[config.mk]
export PLATFORM = sky130hd
export DESIGN_NAME = prog_loader_arb
export DESIGN_NICKNAME = d
export VERILOG_FILES = /design/src/rtl/prog_loader_arb_pkg.sv /design/src/rtl/prog_loader_arb_byte_assembler.sv /design/src/rtl/prog_loader_arb.sv
export SDC_FILE = /design/constraint.sdc
export NUM_CORES = 1
export LEC_CHECK = 0
export ABC_CLOCK_PERIOD_IN_PS = 4200
export CAP_MARGIN = 15
export CORE_ASPECT_RATIO = 1.2
export CORE_MARGIN = 3
export CORE_UTILIZATION = 56
export CTS_BUF_LIST = sky130_fd_sc_hd__clkbuf_4
export CTS_CLUSTER_SIZE = 30
export DETAILED_ROUTE_END_ITERATION = 7
export GPL_TIMING_DRIVEN = 0
export PLACE_DENSITY_LB_ADDON = 0.05
export SYNTH_ARGS = -nofsm -noshare
export SYNTH_HDL_FRONTEND = slang
export SYNTH_SLANG_ARGS = --single-unit
[constraint.sdc]
create_clock -name clk -period 4.2 [get_ports clk]
set_input_delay 0.84 -clock clk [delete_from_list [all_inputs] [get_ports clk]]
set_output_delay 0.84 -clock clk [all_outputs]
set_load 0.05 [all_outputs]
[src/rtl/prog_loader_arb_pkg.sv]
// rtl/prog_loader_arb_pkg.sv - shared states and constants for the program loader
package prog_loader_arb_pkg;

  localparam int IMEM_ADDR_W = 17;

  localparam logic [7:0] ACK_BYTE_C = 8'hAA;
  localparam logic [7:0] ERR_BYTE_C = 8'hEE;

  typedef enum logic [2:0] {
    HDR  = 3'd0,
    DATA = 3'd1,
    WR   = 3'd2,
    ACK  = 3'd3,
    ERR  = 3'd4,
    RUN  = 3'd5
  } state_e;

endpackage

[src/rtl/prog_loader_arb_byte_assembler.sv]
// rtl/prog_loader_arb_byte_assembler.sv - packs four bytes little-endian into a 32-bit word
module byte_assembler (
  input  logic        clk,
  input  logic        rst,
  input  logic        clr,
  input  logic        byte_valid,
  input  logic [7:0]  byte_data,
  output logic        word_valid,
  output logic [31:0] word
);

  logic [1:0]  cnt_q, cnt_d;
  logic [31:0] shift_q, shift_d;

  // New bytes enter at the top, so after four shifts the first byte sits in [7:0].
  assign word       = {byte_data, shift_q[31:8]};
  assign word_valid = byte_valid && !clr && (cnt_q == 2'd3);

  always_comb begin
    cnt_d   = cnt_q;
    shift_d = shift_q;
    if (clr) begin
      cnt_d   = 2'd0;
      shift_d = 32'd0;
    end else if (byte_valid) begin
      cnt_d   = cnt_q + 2'd1;
      shift_d = word;
    end
  end

  always_ff @(posedge clk or posedge rst) begin
    if (rst) begin
      cnt_q   <= 2'd0;
      shift_q <= 32'd0;
    end else begin
      cnt_q   <= cnt_d;
      shift_q <= shift_d;
    end
  end

endmodule

[src/rtl/prog_loader_arb.sv]
// rtl/prog_loader_arb.sv - loads a UART program image into instruction memory, then hands the port to fetch
module prog_loader_arb
  import prog_loader_arb_pkg::*;
#(
  parameter int         ADDR_W   = IMEM_ADDR_W,
  parameter logic [7:0] ACK_BYTE = ACK_BYTE_C,
  parameter logic [7:0] ERR_BYTE = ERR_BYTE_C
) (
  input  logic              clk,
  input  logic              rst,
  input  logic              rx_valid,
  input  logic [7:0]        rx_data,
  input  logic              tx_ready,
  output logic              tx_valid,
  output logic [7:0]        tx_data,
  input  logic [ADDR_W-1:0] fetch_addr,
  output logic [ADDR_W-1:0] mem_addr,
  output logic              mem_we,
  output logic [31:0]       mem_wdata,
  output logic              core_run
);

  localparam logic [32:0] MAX_WORDS = 33'd1 << ADDR_W;

  state_e              state_q, state_d;
  logic [31:0]         word_cnt_q, word_cnt_d;
  logic [ADDR_W-1:0]   addr_q, addr_d;
  logic [31:0]         wdata_q, wdata_d;

  logic                asm_valid;
  logic                asm_clr;
  logic                asm_word_valid;
  logic [31:0]         asm_word;

  // WR still feeds the assembler so a byte landing there becomes byte 0 of the next word.
  assign asm_valid = rx_valid && ((state_q == HDR) || (state_q == DATA) || (state_q == WR));
  assign asm_clr   = (state_q == ERR) && tx_ready;

  byte_assembler u_byte_assembler (
    .clk        (clk),
    .rst        (rst),
    .clr        (asm_clr),
    .byte_valid (asm_valid),
    .byte_data  (rx_data),
    .word_valid (asm_word_valid),
    .word       (asm_word)
  );

  always_comb begin
    state_d    = state_q;
    word_cnt_d = word_cnt_q;
    addr_d     = addr_q;
    wdata_d    = wdata_q;
    case (state_q)
      HDR: begin
        if (asm_word_valid) begin
          word_cnt_d = asm_word;
          if (asm_word == 32'd0) begin
            state_d = ACK;
          end else if ({1'b0, asm_word} > MAX_WORDS) begin
            state_d = ERR;
          end else begin
            state_d = DATA;
            addr_d  = '0;
          end
        end
      end
      DATA: begin
        if (asm_word_valid) begin
          wdata_d = asm_word;
          state_d = WR;
        end
      end
      WR: begin
        addr_d     = addr_q + 1'b1;
        word_cnt_d = word_cnt_q - 32'd1;
        state_d    = (word_cnt_q == 32'd1) ? ACK : DATA;
      end
      ACK: begin
        if (tx_ready) state_d = RUN;
      end
      ERR: begin
        if (tx_ready) begin
          state_d    = HDR;
          word_cnt_d = 32'd0;
        end
      end
      RUN: begin
        state_d = RUN;
      end
      default: begin
        state_d = HDR;
      end
    endcase
  end

  always_ff @(posedge clk or posedge rst) begin
    if (rst) begin
      state_q    <= HDR;
      word_cnt_q <= 32'd0;
      addr_q     <= '0;
      wdata_q    <= 32'd0;
    end else begin
      state_q    <= state_d;
      word_cnt_q <= word_cnt_d;
      addr_q     <= addr_d;
      wdata_q    <= wdata_d;
    end
  end

  // All outputs decode straight from registered state, so none glitch on rx activity.
  assign core_run  = (state_q == RUN);
  assign mem_we    = (state_q == WR);
  assign mem_wdata = wdata_q;
  assign mem_addr  = core_run ? fetch_addr : addr_q;
  assign tx_valid  = (state_q == ACK) || (state_q == ERR);
  assign tx_data   = (state_q == ACK) ? ACK_BYTE :
                     (state_q == ERR) ? ERR_BYTE : 8'h00;

endmodule

==> impl_metrics.py, run 1 <==
# Generated from Yosys and OpenROAD reports
metrics = {
    "place": {
        "dp_cells": 813,
    },
    "clock_network": {
        "postCtsSetupRepairBufs": 0,
        "clock.latency.late_pin_ps": 470,
        "cts_buffers": 9,
        "clock_path_buffers": 2,
    },
    "layout": {
        "mostFrequentLayoutCells": "dfrtp_1 (110), clkdlybuf4s50_1 (86), o21ai_0 (54)",
    },
    "floorplanning": {
        "fp-row-count": 40,
    },
    "drt": {
        "route.met3.wl_mm": 1.07,
        "top_layer": "met4",
        "vias_per_cell": 6.46,
    },
    "setup_path": {
        "cpMaxStageDelayCell": "clkdlybuf4s50_1",
        "required_ps": 3360,
        "worstPathArrival_ps": 3240,
        "reg2reg_from": "state_q[1]$_DFFE_PP0P_",
    },
    "final_timing": {
        "period_minus_slack_ps": 4080,
        "min_period_over_period": 0.972,
    },
    "power_and_ir_drop": {
        "power_leader": "combinational logic",
        "clkPwrFrac": 0.103,
        "p_leak_uw": 0.00303,
        "powerClk_uw": 559,
    },
    "global_routing": {
        "grt_use_met3": 0.0525,
        "track_usage": 0.290,
    },
    "synth": {
        "syn_inst": 599,
        "async_flop_share": 1.00,
        "top_cell": "dfrtp_1",
    },
    "run_status": {
        "status": "finished, final reports clean",
    },
}
## run 1: final cells by class
class,instances,area share
Sequential cell,110,0.387
Clock inverter,7,0.0111
Multi-Input combinational cell,432,0.407
Timing Repair Buffer,87,0.125
Buffer,46,0.0313
Inverter,11,0.00616
Tap cell,126,0.0222
Clock buffer,9,0.00951
## run 1: how the worst max path moves through the flow
stage	start	end	depth (start not counted)	slack (ps)
final	state_q[1]$_DFFE_PP0P_	tx_data[1]	6	120
after global routing	state_q[1]$_DFFE_PP0P_	tx_data[3]	6	6
after CTS	state_q[1]$_DFFE_PP0P_	tx_data[1]	6	120
after detailed placement	state_q[1]$_DFFE_PP0P_	tx_data[1]	6	660
after global placement	rst	mem_wdata[6]$_DFFE_PP0P_	2	-1150
after floorplan	state_q[0]$_DFFE_PP0P_	tx_data[1]	5	450
Figure 1. M1 wires (run 1).
The bar under the picture is 20 um long. Supply wires on this layer in grey.
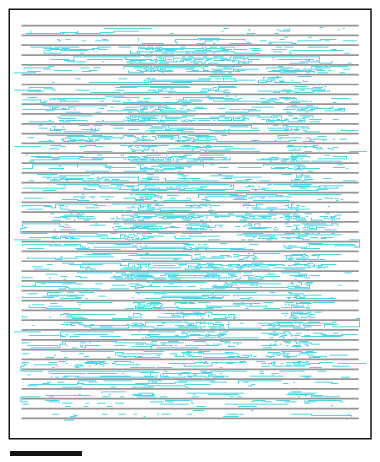
longest straight run: 33.6 um
wire length on this layer: 6820 um
share of all routed wire: 40%
main direction: horizontal

Figure 2. The metal 2 layer (run 1).
Cells faint in the background.
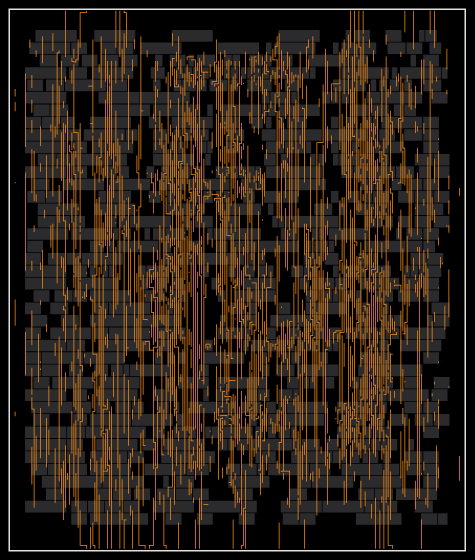
nets with wire on the layer: 637
main direction: vertical
wire length on this layer: 8490 um
share of all routed wire: 50%
longest straight run: 49.0 um

Figure 3. M3 wires (run 1).
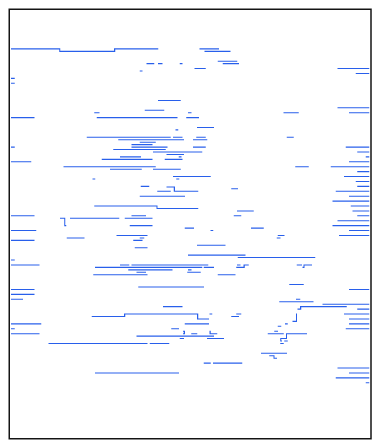
wire length on this layer: 1070 um
longest straight run: 29.4 um
main direction: horizontal
nets with wire on the layer: 128

==> run 2, diff against run 1 <==
--- a/config.mk
+++ b/config.mk
@@ -7,8 +7,8 @@
 export LEC_CHECK = 0
 export ABC_CLOCK_PERIOD_IN_PS = 4200
 export CAP_MARGIN = 15
-export CORE_ASPECT_RATIO = 1.2
-export CORE_MARGIN = 3
+export CORE_ASPECT_RATIO = 0.6
+export CORE_MARGIN = 2
 export CORE_UTILIZATION = 56
 export CTS_BUF_LIST = sky130_fd_sc_hd__clkbuf_4
 export CTS_CLUSTER_SIZE = 30
==> impl_metrics.py, run 2 <==
# Generated from Yosys and OpenROAD reports
metrics = {
    "run_status": {
        "status": "finished, final reports clean",
    },
    "drt": {
        "vias_per_cell": 6.66,
        "drt_iter0_drc": 891,
        "route.met3.wl_mm": 2.60,
        "top_layer": "met4",
    },
    "setup_path": {
        "cp_cell_sequence": "clkbuf_1 -> nor3b_1 -> inv_1 -> nand2_1 -> buf_4 -> clkdlybuf4s50_1",
        "reg2reg_from": "state_q[0]$_DFFE_PP0P_",
        "worstPathArrival_ps": 3200,
        "required_ps": 3360,
    },
    "layout": {
        "layout_top_cell": "dfrtp_1",
        "mostFrequentLayoutCells": "dfrtp_1 (110), clkdlybuf4s50_1 (85), o21ai_0 (54)",
    },
    "global_routing": {
        "track_usage": 0.329,
        "grt_use_met3": 0.117,
        "top_usage_layer": "met1",
    },
    "power_and_ir_drop": {
        "p_leak_uw": 0.00303,
        "power_leader": "combinational logic",
        "powerClk_uw": 492,
        "clkPwrFrac": 0.090,
    },
    "flow_run": {
        "maxCapViolCount": 0,
        "warnings": 27,
    },
    "final_timing": {
        "timing.hold.ws_ps": 523,
        "min_period_over_period": 0.962,
        "period_minus_slack_ps": 4040,
    },
    "clock_network": {
        "postCtsSetupRepairBufs": 0,
        "cts_buffers": 9,
    },
    "floorplanning": {
        "fp-row-count": 28,
    },
    "synth": {
        "ys_cells": 599,
        "syn_inst": 599,
        "synthTopCellsByCount": "dfrtp_1 (110), o21ai_0 (54), mux2_2 (52)",
        "async_flop_share": 1.00,
        "top_cell": "dfrtp_1",
    },
    "place": {
        "dp_cells": 822,
        "dp_slack_ps": 682,
    },
}
[run 2: cell counts after synthesis]
No cell type changed its count.
[run 2: cell families (layout without fill, tap and decap cells)]
kind of cell | count (synthesis) | after routing | share of synthesized area
xor+xnor | 3 | 3 | 0.00445
flops | 110 | 110 | 0.466
fa+ha+maj | 4 | 4 | 0.00847
compound gates | 185 | 185 | 0.205
simple gates | 185 | 185 | 0.170
other cells | 1 | 2 | 0.000634
mux | 53 | 53 | 0.101
buf+inv | 58 | 160 | 0.0453
[run 2: final cells by class]
type                            instances  area, um2  area share
Inverter                               11       43.8     0.00617
Clock buffer                            9       67.6     0.00952
Buffer                                 47        229      0.0323
Sequential cell                       110       2750       0.388
Timing Repair Buffer                   87        891       0.126
Clock inverter                          6       46.3     0.00653
Multi-Input combinational cell        432       2900       0.408
Tap cell                              135        169      0.0238
Figure 4. The metal 2 layer (run 2).
Cells faint in the background.
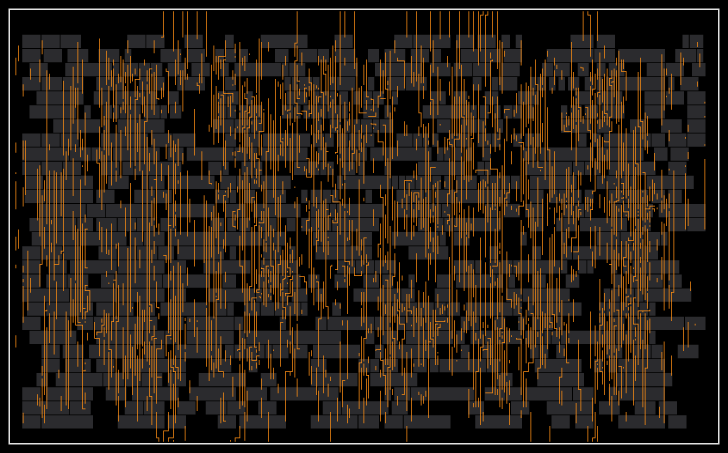
longest straight run: 43.2 um
wire length on this layer: 7570 um
nets with wire on the layer: 621
main direction: vertical

Figure 5. M3 wires (run 2).
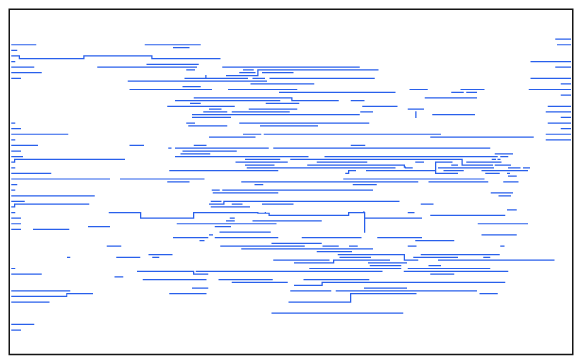
share of all routed wire: 14%
nets with wire on the layer: 172
main direction: horizontal
longest straight run: 52.4 um
wire length on this layer: 2600 um

Figure 6. Met4 routing (run 2).
Supply wires on this layer in grey.
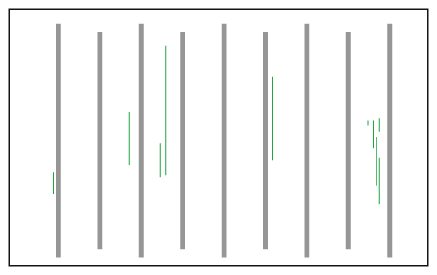
wire length on this layer: 149 um
longest straight run: 42.2 um
main direction: vertical

==> run 3, diff against run 2 <==
--- a/config.mk
+++ b/config.mk
@@ -6,10 +6,9 @@
 export NUM_CORES = 1
 export LEC_CHECK = 0
 export ABC_CLOCK_PERIOD_IN_PS = 4200
-export CAP_MARGIN = 15
 export CORE_ASPECT_RATIO = 0.6
 export CORE_MARGIN = 2
-export CORE_UTILIZATION = 56
+export CORE_UTILIZATION = 35
 export CTS_BUF_LIST = sky130_fd_sc_hd__clkbuf_4
 export CTS_CLUSTER_SIZE = 30
 export DETAILED_ROUTE_END_ITERATION = 7
==> impl_metrics.py, run 3 <==
# Generated from Yosys and OpenROAD reports
metrics = {
    "run_status": {
        "status": "finished, final reports clean",
    },
    "synth": {
        "async_flop_share": 1.00,
        "simple_gate_share": 0.170,
        "fa_ha_area_frac": 0.00847,
        "synthXorXnorAreaFrac": 0.00444,
        "synthTopCellsByCount": "dfrtp_1 (110), o21ai_0 (54), mux2_2 (52)",
        "topCombFamilyByArea": "AND-OR/OR-AND gates",
        "syn_inst": 599,
        "mux_share": 0.101,
        "synthAoiAreaFrac": 0.205,
        "ys_cells": 599,
    },
    "drt": {
        "route.met3.wl_mm": 1.56,
        "vias_per_cell": 5.70,
    },
    "power_and_ir_drop": {
        "powerClk_uw": 573,
        "power_leader": "combinational logic",
        "clkPwrFrac": 0.104,
    },
    "floorplanning": {
        "num_tap_cells": 228,
    },
    "setup_path": {
        "required_ps": 3360,
        "worstPathArrival_ps": 3070,
    },
    "layout": {
        "sh_seq_area": 0.380,
        "layout_top_cell": "dfrtp_1",
        "area_dominant_class": "logic gates",
        "comb_cells": 432,
        "layout.clock.cell_area_share": 0.0204,
        "register_area_mm2": 0.00275,
        "clkbuf_count": 9,
        "mi_logic_area_mm2": 0.00290,
        "nonClockBufferCount": 133,
        "mostFrequentLayoutCells": "dfrtp_1 (110), clkdlybuf4s50_1 (86), o21ai_0 (54)",
        "buffer_area_frac": 0.154,
    },
    "global_routing": {
        "top_usage_layer": "met1",
        "grt_use_met3": 0.0451,
        "track_usage": 0.220,
    },
    "final_timing": {
        "period_minus_slack_ps": 3910,
    },
    "clock_network": {
        "postCtsSetupRepairBufs": 0,
    },
    "flow_run": {
        "maxCapViolCount": 0,
    },
    "place": {
        "dp_cells": 915,
    },
}
[run 3: stage by stage]
| stage | cell area, um2 | TNS [ps] | hold slack [ps] | setup slack [ps] | total power, uW |
|---|---|---|---|---|---|
| 6_report | 7250 | 0 | 532 | 294 | 5530 |
| 5_1_grt | 7250 | 0 | 559 | 86.7 | 5880 |
| 4_1_cts | 7250 | 0 | 533 | 9.94 | 5530 |
| 3_5_place_dp | 7090 | 0 | 495 | 520 | 4950 |
| 3_3_place_gp | 7060 | -150910 | 486 | -1380 | 4890 |
| 2_1_floorplan | 5920 | 0 | 470 | 450 | 3900 |
[run 3: worst max-delay path, cell delays in order (launching register included)]
cell,delay (ps)
dfrtp_1,460
clkbuf_2,300
inv_1,240
nor2_1,240
nand2_1,160
nand2_1,230
buf_4,140
clkdlybuf4s50_1,790
Figure 7. M1 wires (run 3).
The bar under the picture is 50 um long. Supply wires on this layer in grey.
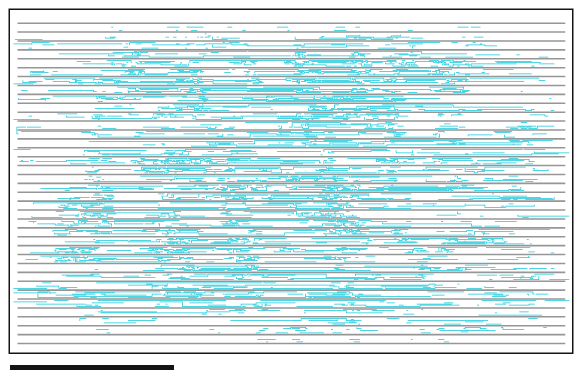
nets with wire on the layer: 657
longest straight run: 57.0 um

Figure 8. The metal 2 layer (run 3).
Cells faint in the background.
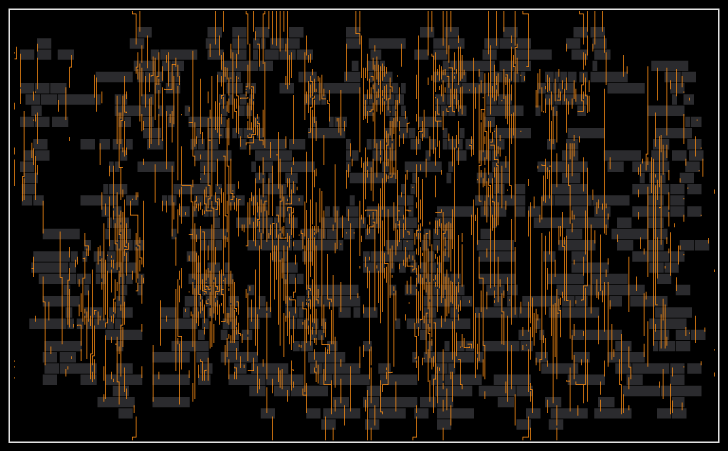
nets with wire on the layer: 592
main direction: vertical
share of all routed wire: 37%
wire length on this layer: 7260 um

Figure 9. Met4 routing (run 3).
Supply wires on this layer in grey.
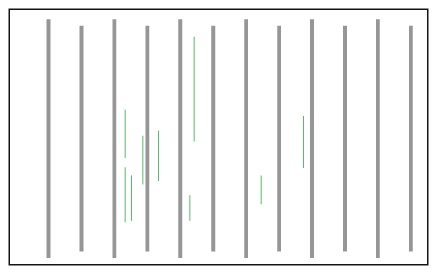
main direction: vertical
nets with wire on the layer: 7


==> screenshots <==
Congestion heat map.
image #1
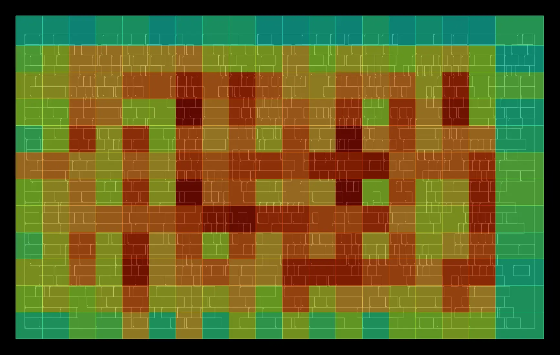
image #2
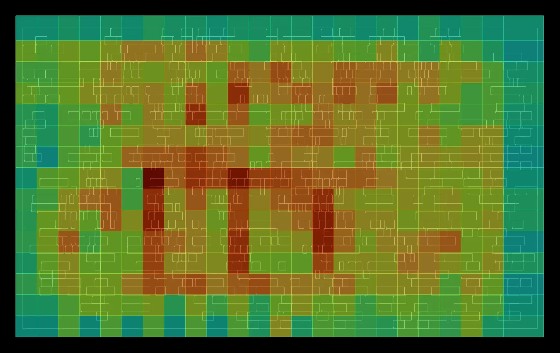
image #3
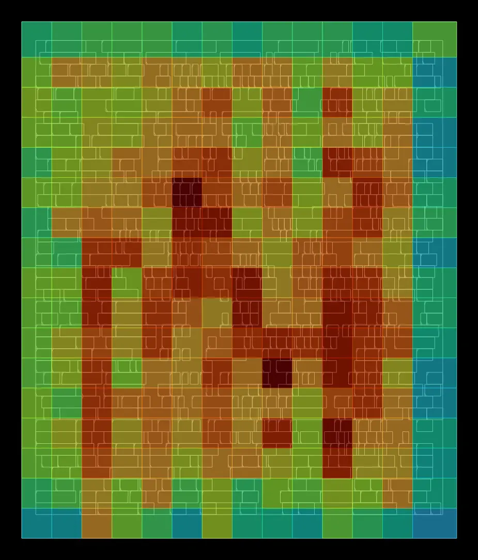
image #1 -> run 2
image #3 -> run 1
image #2 -> run 3
Of these, lowest utilization: image #2

Power figures rest on the tool's default switching activity, not on a simulated workload.
